**src/rtl/sensors_intf_nios2_qsys_0_dtrace_packer.sv**
```systemverilog
// Packs 2-bit trace atoms into 15-slot frames with valid/ready output and an end-of-test drain.
// Optional frame parity is built only when DTRACE_PACKER_PARITY_EN is defined.
module sensors_intf_nios2_qsys_0_dtrace_packer #(
  parameter int unsigned AtomW  = 2,
  parameter int unsigned Depth  = 15,
  parameter int unsigned CountW = 4
) (
  input  logic                   clk_i,
  input  logic                   rst_ni,
  input  logic                   atom_valid_i,
  input  logic [AtomW-1:0]       atom_code_i,
  input  logic                   flush_i,
  input  logic                   test_ending_i,
  output logic                   frame_valid_o,
  input  logic                   frame_ready_i,
  output logic [AtomW*Depth-1:0] frame_data_o,
  output logic [CountW-1:0]      frame_count_o,
  output logic                   frame_parity_o,
  output logic [AtomW*Depth-1:0] dct_buffer_o,
  output logic [CountW-1:0]      dct_count_o,
  output logic                   overflow_o,
  output logic                   test_has_ended_o
);

  localparam int unsigned BufW = AtomW * Depth;
  localparam logic [CountW-1:0] Full = CountW'(Depth);

  logic [BufW-1:0]   buf_q, buf_d, fdata_q, fdata_d;
  logic [CountW-1:0] cnt_q, cnt_d, fcount_q, fcount_d;
  logic              fvalid_q, fvalid_d;
  logic              ovf_q, ovf_d;
  logic              pend_q, pend_d;
  logic              ending_q, ending_d;
  logic              ended_q, ended_d;
  logic              out_free, at_full, commit, atom_acc;

  always_comb begin
    out_free = !fvalid_q || frame_ready_i;
    at_full  = (cnt_q == Full);
    commit   = (at_full || (pend_q && (cnt_q != '0))) && out_free;
    // Once ending is latched, atoms are discarded without counting as overflow.
    atom_acc = atom_valid_i && !ending_q;

    buf_d    = buf_q;
    cnt_d    = cnt_q;
    ovf_d    = ovf_q;
    fvalid_d = fvalid_q;
    fdata_d  = fdata_q;
    fcount_d = fcount_q;

    if (commit) begin
      buf_d = '0;
      cnt_d = '0;
      if (atom_acc) begin
        buf_d[AtomW-1:0] = atom_code_i;
        cnt_d            = CountW'(1);
      end
      fvalid_d = 1'b1;
      fdata_d  = buf_q;
      fcount_d = cnt_q;
    end else begin
      if (atom_acc) begin
        if (!at_full) begin
          buf_d[AtomW*cnt_q +: AtomW] = atom_code_i;
          cnt_d                       = cnt_q + 1'b1;
        end else begin
          ovf_d = 1'b1;
        end
      end
      if (fvalid_q && frame_ready_i) fvalid_d = 1'b0;
    end

    // A new request wins over the clear so a flush on the commit cycle is not lost.
    if (flush_i || (test_ending_i && !ending_q)) begin
      pend_d = 1'b1;
    end else if (commit || ((cnt_q == '0) && !atom_acc)) begin
      pend_d = 1'b0;
    end else begin
      pend_d = pend_q;
    end

    ending_d = ending_q || test_ending_i;
    ended_d  = ended_q || (ending_q && (cnt_q == '0) && !pend_q && !fvalid_q);
  end

  always_ff @(posedge clk_i or negedge rst_ni) begin
    if (!rst_ni) begin
      buf_q    <= '0;
      cnt_q    <= '0;
      fvalid_q <= 1'b0;
      fdata_q  <= '0;
      fcount_q <= '0;
      ovf_q    <= 1'b0;
      pend_q   <= 1'b0;
      ending_q <= 1'b0;
      ended_q  <= 1'b0;
    end else begin
      buf_q    <= buf_d;
      cnt_q    <= cnt_d;
      fvalid_q <= fvalid_d;
      fdata_q  <= fdata_d;
      fcount_q <= fcount_d;
      ovf_q    <= ovf_d;
      pend_q   <= pend_d;
      ending_q <= ending_d;
      ended_q  <= ended_d;
    end
  end

`ifdef DTRACE_PACKER_PARITY_EN
  logic par_q, par_d;

  always_comb begin
    par_d = commit ? ^buf_q : par_q;
  end

  always_ff @(posedge clk_i or negedge rst_ni) begin
    if (!rst_ni) par_q <= 1'b0;
    else         par_q <= par_d;
  end

  assign frame_parity_o = par_q;
`else
  assign frame_parity_o = 1'b0;
`endif

  assign frame_valid_o    = fvalid_q;
  assign frame_data_o     = fdata_q;
  assign frame_count_o    = fcount_q;
  assign dct_buffer_o     = buf_q;
  assign dct_count_o      = cnt_q;
  assign overflow_o       = ovf_q;
  assign test_has_ended_o = ended_q;

endmodule
```
**config.mk**
```make
export PLATFORM = sky130hd
export DESIGN_NAME = sensors_intf_nios2_qsys_0_dtrace_packer
export DESIGN_NICKNAME = d
export VERILOG_FILES = /design/src/rtl/sensors_intf_nios2_qsys_0_dtrace_packer.sv
export SDC_FILE = /design/constraint.sdc
export NUM_CORES = 1
export LEC_CHECK = 0
export CORE_AREA = 10 10 99 101
export CTS_CLUSTER_DIAMETER = 200
export DETAILED_ROUTE_END_ITERATION = 8
export DIE_AREA = 0 0 109 111
export PLACE_DENSITY = 0.87
export SYNTH_ARGS = -nofsm -noshare
export SYNTH_HDL_FRONTEND = slang
export SYNTH_SLANG_ARGS = --single-unit
```
**constraint.sdc**
```tcl
create_clock -name clk_i -period 2.1 [get_ports clk_i]
set_input_delay 0.42 -clock clk_i [delete_from_list [all_inputs] [get_ports clk_i]]
set_output_delay 0.42 -clock clk_i [all_outputs]
set_load 0.01 [all_outputs]
```
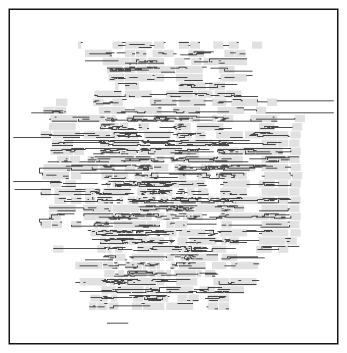
Fig. 1. Metal 1 (run 1).
(3 px per µm) Cells faint in the background.
The wires run mostly horizontal. The layer holds 40% of the routed length.

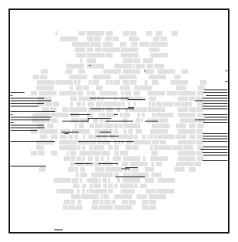
Fig. 2. The metal 3 layer (run 1).
(2 px per µm) Cells faint in the background.
The longest straight run is 27.6 µm. The layer carries 693 µm of wire. The wires run mostly horizontal. 51 nets have wire on it. The layer holds 7.8% of the routed length.

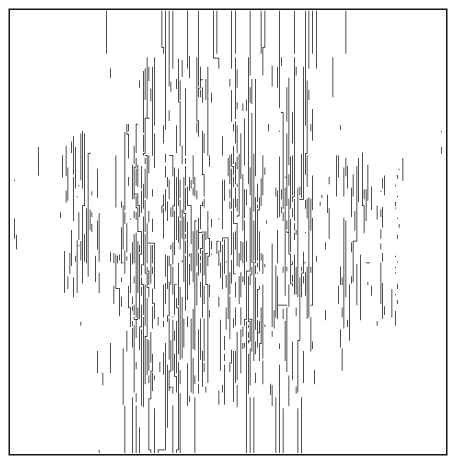
Fig. 3. M2 wires (run 1).
(4 px per µm)
The longest straight run is 37.2 µm. The layer carries 4500 µm of wire. The layer holds 51% of the routed length. The wires run mostly vertical.

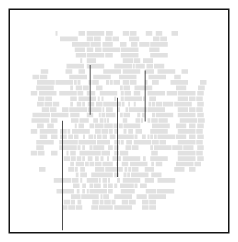
Fig. 4. Met4 routing (run 1).
(2 px per µm) Cells faint in the background.
The layer carries 143 µm of wire. The longest straight run is 54.4 µm. The layer holds 1.6% of the routed length. 2 nets have wire on it.

==> run notes, run 1 <==
fresh numbers from the pnr run: delay-heaviest family, CP=buffers and inverters, XOR Share, Synth=0.007623, Sw Share=0.3067, Reg power frac=0.398, yosys simple share=0.1034, Fin Clk Skew=4.246 ps, ys async rst share=1.000, met1 usage=0.1675, Clk Tree Root Cell=clkbuf_8, die area=12100 µm², cell taking the most area after synthesis=dfrtp_1, gr busiest metal=met2, reg2reg end=dct_buffer_o[15]$_DFFE_PN0P_, Syn Nets=approximately 290, buffers plus inverters on the worst setup path=2, die width=around 110 µm, outcome=finished clean, Synth Instances=between 200 and 300, Max Cap Violations=0, max frequency=slightly below 0.5 GHz, clock-pin slew on the worst setup and hold paths=~70 ps, count leader, synth=dfrtp_1, fp_density=0.4326, Die H=approximately 110 µm, hold buffers post-CTS=0, most frequent cells in the layout=77 x clkdlybuf4s50_1, 72 x dfrtp_1, 38 x o21ai_0, Pint=about 2.7 mW, Critical Path Sink=dct_count_o[3], vias=~2600, GR Util All Layers=0.1492, quantity of I/O buffers inserted on ports=just under 80, M3 GR Usage=0.04651, CP max-delay cell=clkdlybuf4s50_1, vias in the first global route=between 2000 and 3000, Synthesis Warnings=0, largest net degree at the start of global routing=40, Clk pwr share=0.311, PD cells=between 800 and 900 nW/µm², Worst R2R Path Depth=6, Synth cell types=49, Final Hold Vio Count=0, Most common reg cell=dfrtp_1, fin nets=around 380, post-CTS sizing=3, antenna violations before repair=0, unrepaired setup endpoints after global routing=no, Setup CP Type=flop to output pin, Top cell area share=0.5299, Top logic family=multiplexers, Area Overhead vs Synth=36.52%
run 1: metrics by stage:
stage	instances	setup TNS, ps	setup slack (ps)	total power, mW	hold slack [ps]
global route	476	0	9.981	4.036	51.77
detailed placement	461	-765.5	-101.3	2.619	408.8
floorplan	274	0	48.54	2.177	124.4
global placement	461	-171.2	-31.26	2.595	398.6
CTS	476	0	18.97	3.829	32.67
finish	476	0	55.78	3.855	27.24
run 1: per-layer routing:
metal | part of all wire | vias up
li1 | - | 1178
met2 | 0.51 | 72
met5 | 0 | -
met4 | 0.016 | 0
met3 | 0.078 | 12
met1 | 0.40 | 1297
run 1: area by class of cell:
cell class,count,area [µm²]
clock buffers,12,145.1
flip-flops and latches,73,1828
inverters,3,11.26
repair buffers,99,985.9
multi-input cells,181,1539
fillers,633,3263
well taps,105,131.4
clock inverters,3,65.06
--- run 2 (diff from run 1) ---
--- a/config.mk
+++ b/config.mk
@@ -9,7 +9,9 @@
 export CTS_CLUSTER_DIAMETER = 200
 export DETAILED_ROUTE_END_ITERATION = 8
 export DIE_AREA = 0 0 109 111
+export GPL_TIMING_DRIVEN = 0
 export PLACE_DENSITY = 0.87
+export RECOVER_POWER = 25
 export SYNTH_ARGS = -nofsm -noshare
 export SYNTH_HDL_FRONTEND = slang
 export SYNTH_SLANG_ARGS = --single-unit
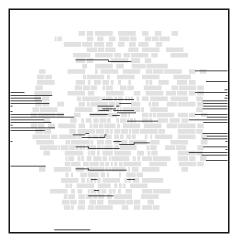
Fig. 5. The metal 3 layer (run 2).
(2 px per µm) Cells faint in the background.
The layer carries 714 µm of wire. 56 nets have wire on it. The wires run mostly horizontal.

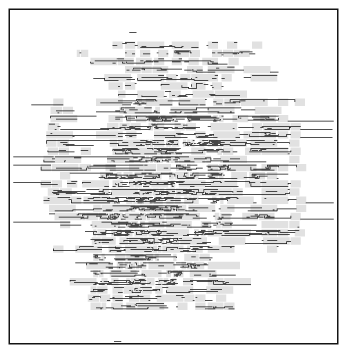
Fig. 6. Metal 1 (run 2).
(3 px per µm) Cells faint in the background.
The layer holds 40% of the routed length. The layer carries 3670 µm of wire. The longest straight run is 31.7 µm. The wires run mostly horizontal. 335 nets have wire on it.

==> run notes, run 2 <==
fresh numbers from the pnr run: hold buffers post-CTS=0 (unchanged), fp_density=0.4326 (unchanged), Setup CP Type=flop to flop, Max Cap Violations=1 (+1), outcome=finished, violations left, Synth cell types=49 (unchanged), setup TNS=0 ps (unchanged), Reg power frac=0.388 (-0.010), Synthesis Warnings=0 (unchanged), Layout clock area frac=0.04628 (+0.001615), Clk Tree Root Cell=clkbuf_8, failing checks=capacitance limit, slew limit, Slew Viols, Final=approximately 74, die width=109 µm (unchanged), die area=12100 µm² (unchanged), Pint=2.645 mW (-1.0%), Final WS setup=50.40 ps (-5.383 ps), Syn Nets=285 (unchanged), # Taps=105 (unchanged), antenna violations before repair=0 (unchanged), Detail Route met3 WL=714 µm (+3.0%), Flop Count=73 (unchanged)
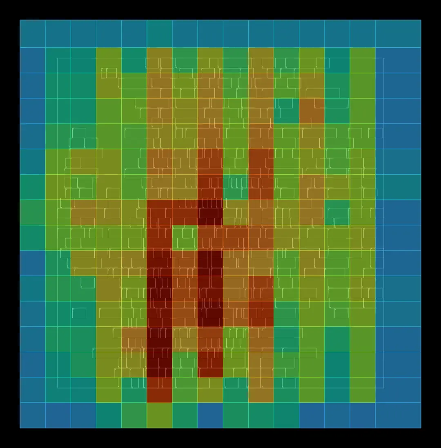
Fig. 7. Congestion heat map (run 2).
wire length per cell: 18.85 µm
GR Util All Layers: 0.1503
gr busiest metal: met2
GR Util met2: 0.2477
Post-Route Utilization: 0.5937

[run 2: cell counts after synthesis]
No cell type changed its count.
[run 2: cells by family (layout without fill, tap and decap cells)]
kind of cell               after synthesis  after routing  synth area share
xor gates and xnor gates                 3              3          0.007624
other                                    1              1          0.001088
and+or+nand+nor                         58             58            0.1035
AOI/OAI and AO/OA                       58             58            0.1056
muxes                                   58             58            0.2044
adders and majority gates                3              3           0.01089
buffers and inverters                   20            122           0.03702
DFF                                     73             73            0.5299
[run 2: critical path, stage by stage (launching register included)]
cell	delay [ps]
dfrtp_2	450
buf_6	160
nor3_1	220
ha_2	320
nor3b_2	190
and3_4	230
and2_1	190
mux2i_1	200
--- run 3 (diff from run 2) ---
--- a/config.mk
+++ b/config.mk
@@ -12,6 +12,7 @@
 export GPL_TIMING_DRIVEN = 0
 export PLACE_DENSITY = 0.87
 export RECOVER_POWER = 25
+export SETUP_SLACK_MARGIN = 0.1
 export SYNTH_ARGS = -nofsm -noshare
 export SYNTH_HDL_FRONTEND = slang
 export SYNTH_SLANG_ARGS = --single-unit
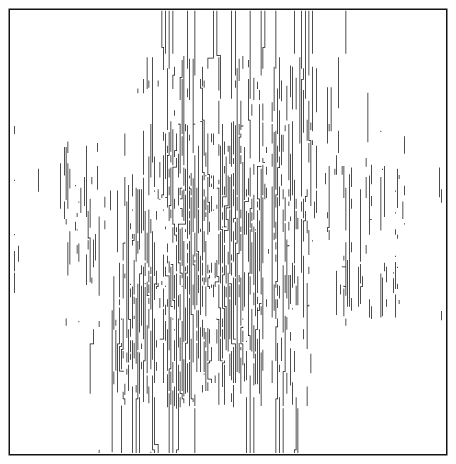
Fig. 8. M2 wires (run 3).
(4 px per µm)
The longest straight run is 37.1 µm. The layer carries 5130 µm of wire. The wires run mostly vertical. The layer holds 50% of the routed length. 376 nets have wire on it.

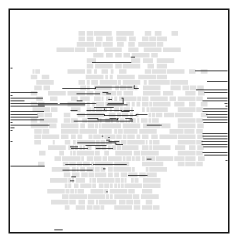
Fig. 9. The metal 3 layer (run 3).
(2 px per µm) Cells faint in the background.
The layer holds 8.1% of the routed length. The wires run mostly horizontal. 66 nets have wire on it. The layer carries 825 µm of wire. The longest straight run is 29.4 µm.

==> run notes, run 3 <==
fresh numbers from the pnr run: die width=109 µm (unchanged), XOR Share, Synth=0.007623 (unchanged), setup TNS=0 ps (unchanged), crit-path cells=buf_6 > inv_6 > ha_4 > nand2b_4 > a21oi_4 > or2_1 > buf_6 > buf_12 > mux2_4, outcome=finished clean, Top logic family=multiplexers, Slew Viols, Final=0 (-100%), Reg power frac=0.359 (-0.029), CP most frequent cell=buf_6, GR Util All Layers=0.1503 (unchanged), wire length per cell=20.46 µm (+8.5%), buffers plus inverters on the worst setup path=4 (+3), Pint=2.852 mW (+7.8%), CP max stage delay=410 ps (-40 ps), CP max-delay cell=dfrtp_1, antenna violations before repair=0 (unchanged), die area=12100 µm² (unchanged), Detail Route met3 WL=824 µm (+15%), Final WS setup=69.49 ps (+19.09 ps), WP depth=9 (+2), Clk Tree Root Cell=clkbuf_8, GR Util met2=0.2429 (-0.004802), Syn Nets=285 (unchanged), Post-synth mux share=0.2044 (unchanged), Synthesis Warnings=0 (unchanged), Setup CP Type=flop to flop, yosys simple share=0.1034 (unchanged), hold buffers post-CTS=0 (unchanged), delay-heaviest family, CP=buffers and inverters
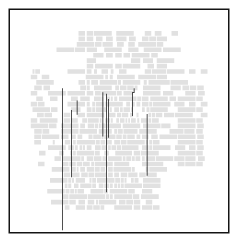
Fig. 10. Met4 routing (run 3).
(2 px per µm) Cells faint in the background.
The wires run mostly vertical. The layer holds 2.4% of the routed length. The layer carries 246 µm of wire. 5 nets have wire on it. The longest straight run is 70.7 µm.

run 3: cell counts after synthesis:
Identical to the previous run, type by type.
run 3: layout make-up:
type	count	area share
Sequential cell	73	0.3644
Multi-Input combinational cell	181	0.3337
Timing Repair Buffer	103	0.1994
Buffer	16	0.02916
Tap cell	105	0.02617
Clock buffer	10	0.02542
Clock inverter	6	0.01844
Inverter	3	0.003240
run 3: cells by family (layout without fill, tap and decap cells):
logic type | Yosys count | count (layout)
and+or+nand+nor | 58 | 58
other | 1 | 1
DFF | 73 | 73
muxes | 58 | 58
adders and majority gates | 3 | 3
xor gates and xnor gates | 3 | 3
AOI/OAI and AO/OA | 58 | 58
buffers and inverters | 20 | 138
Power and IR drop assume default switching activity.
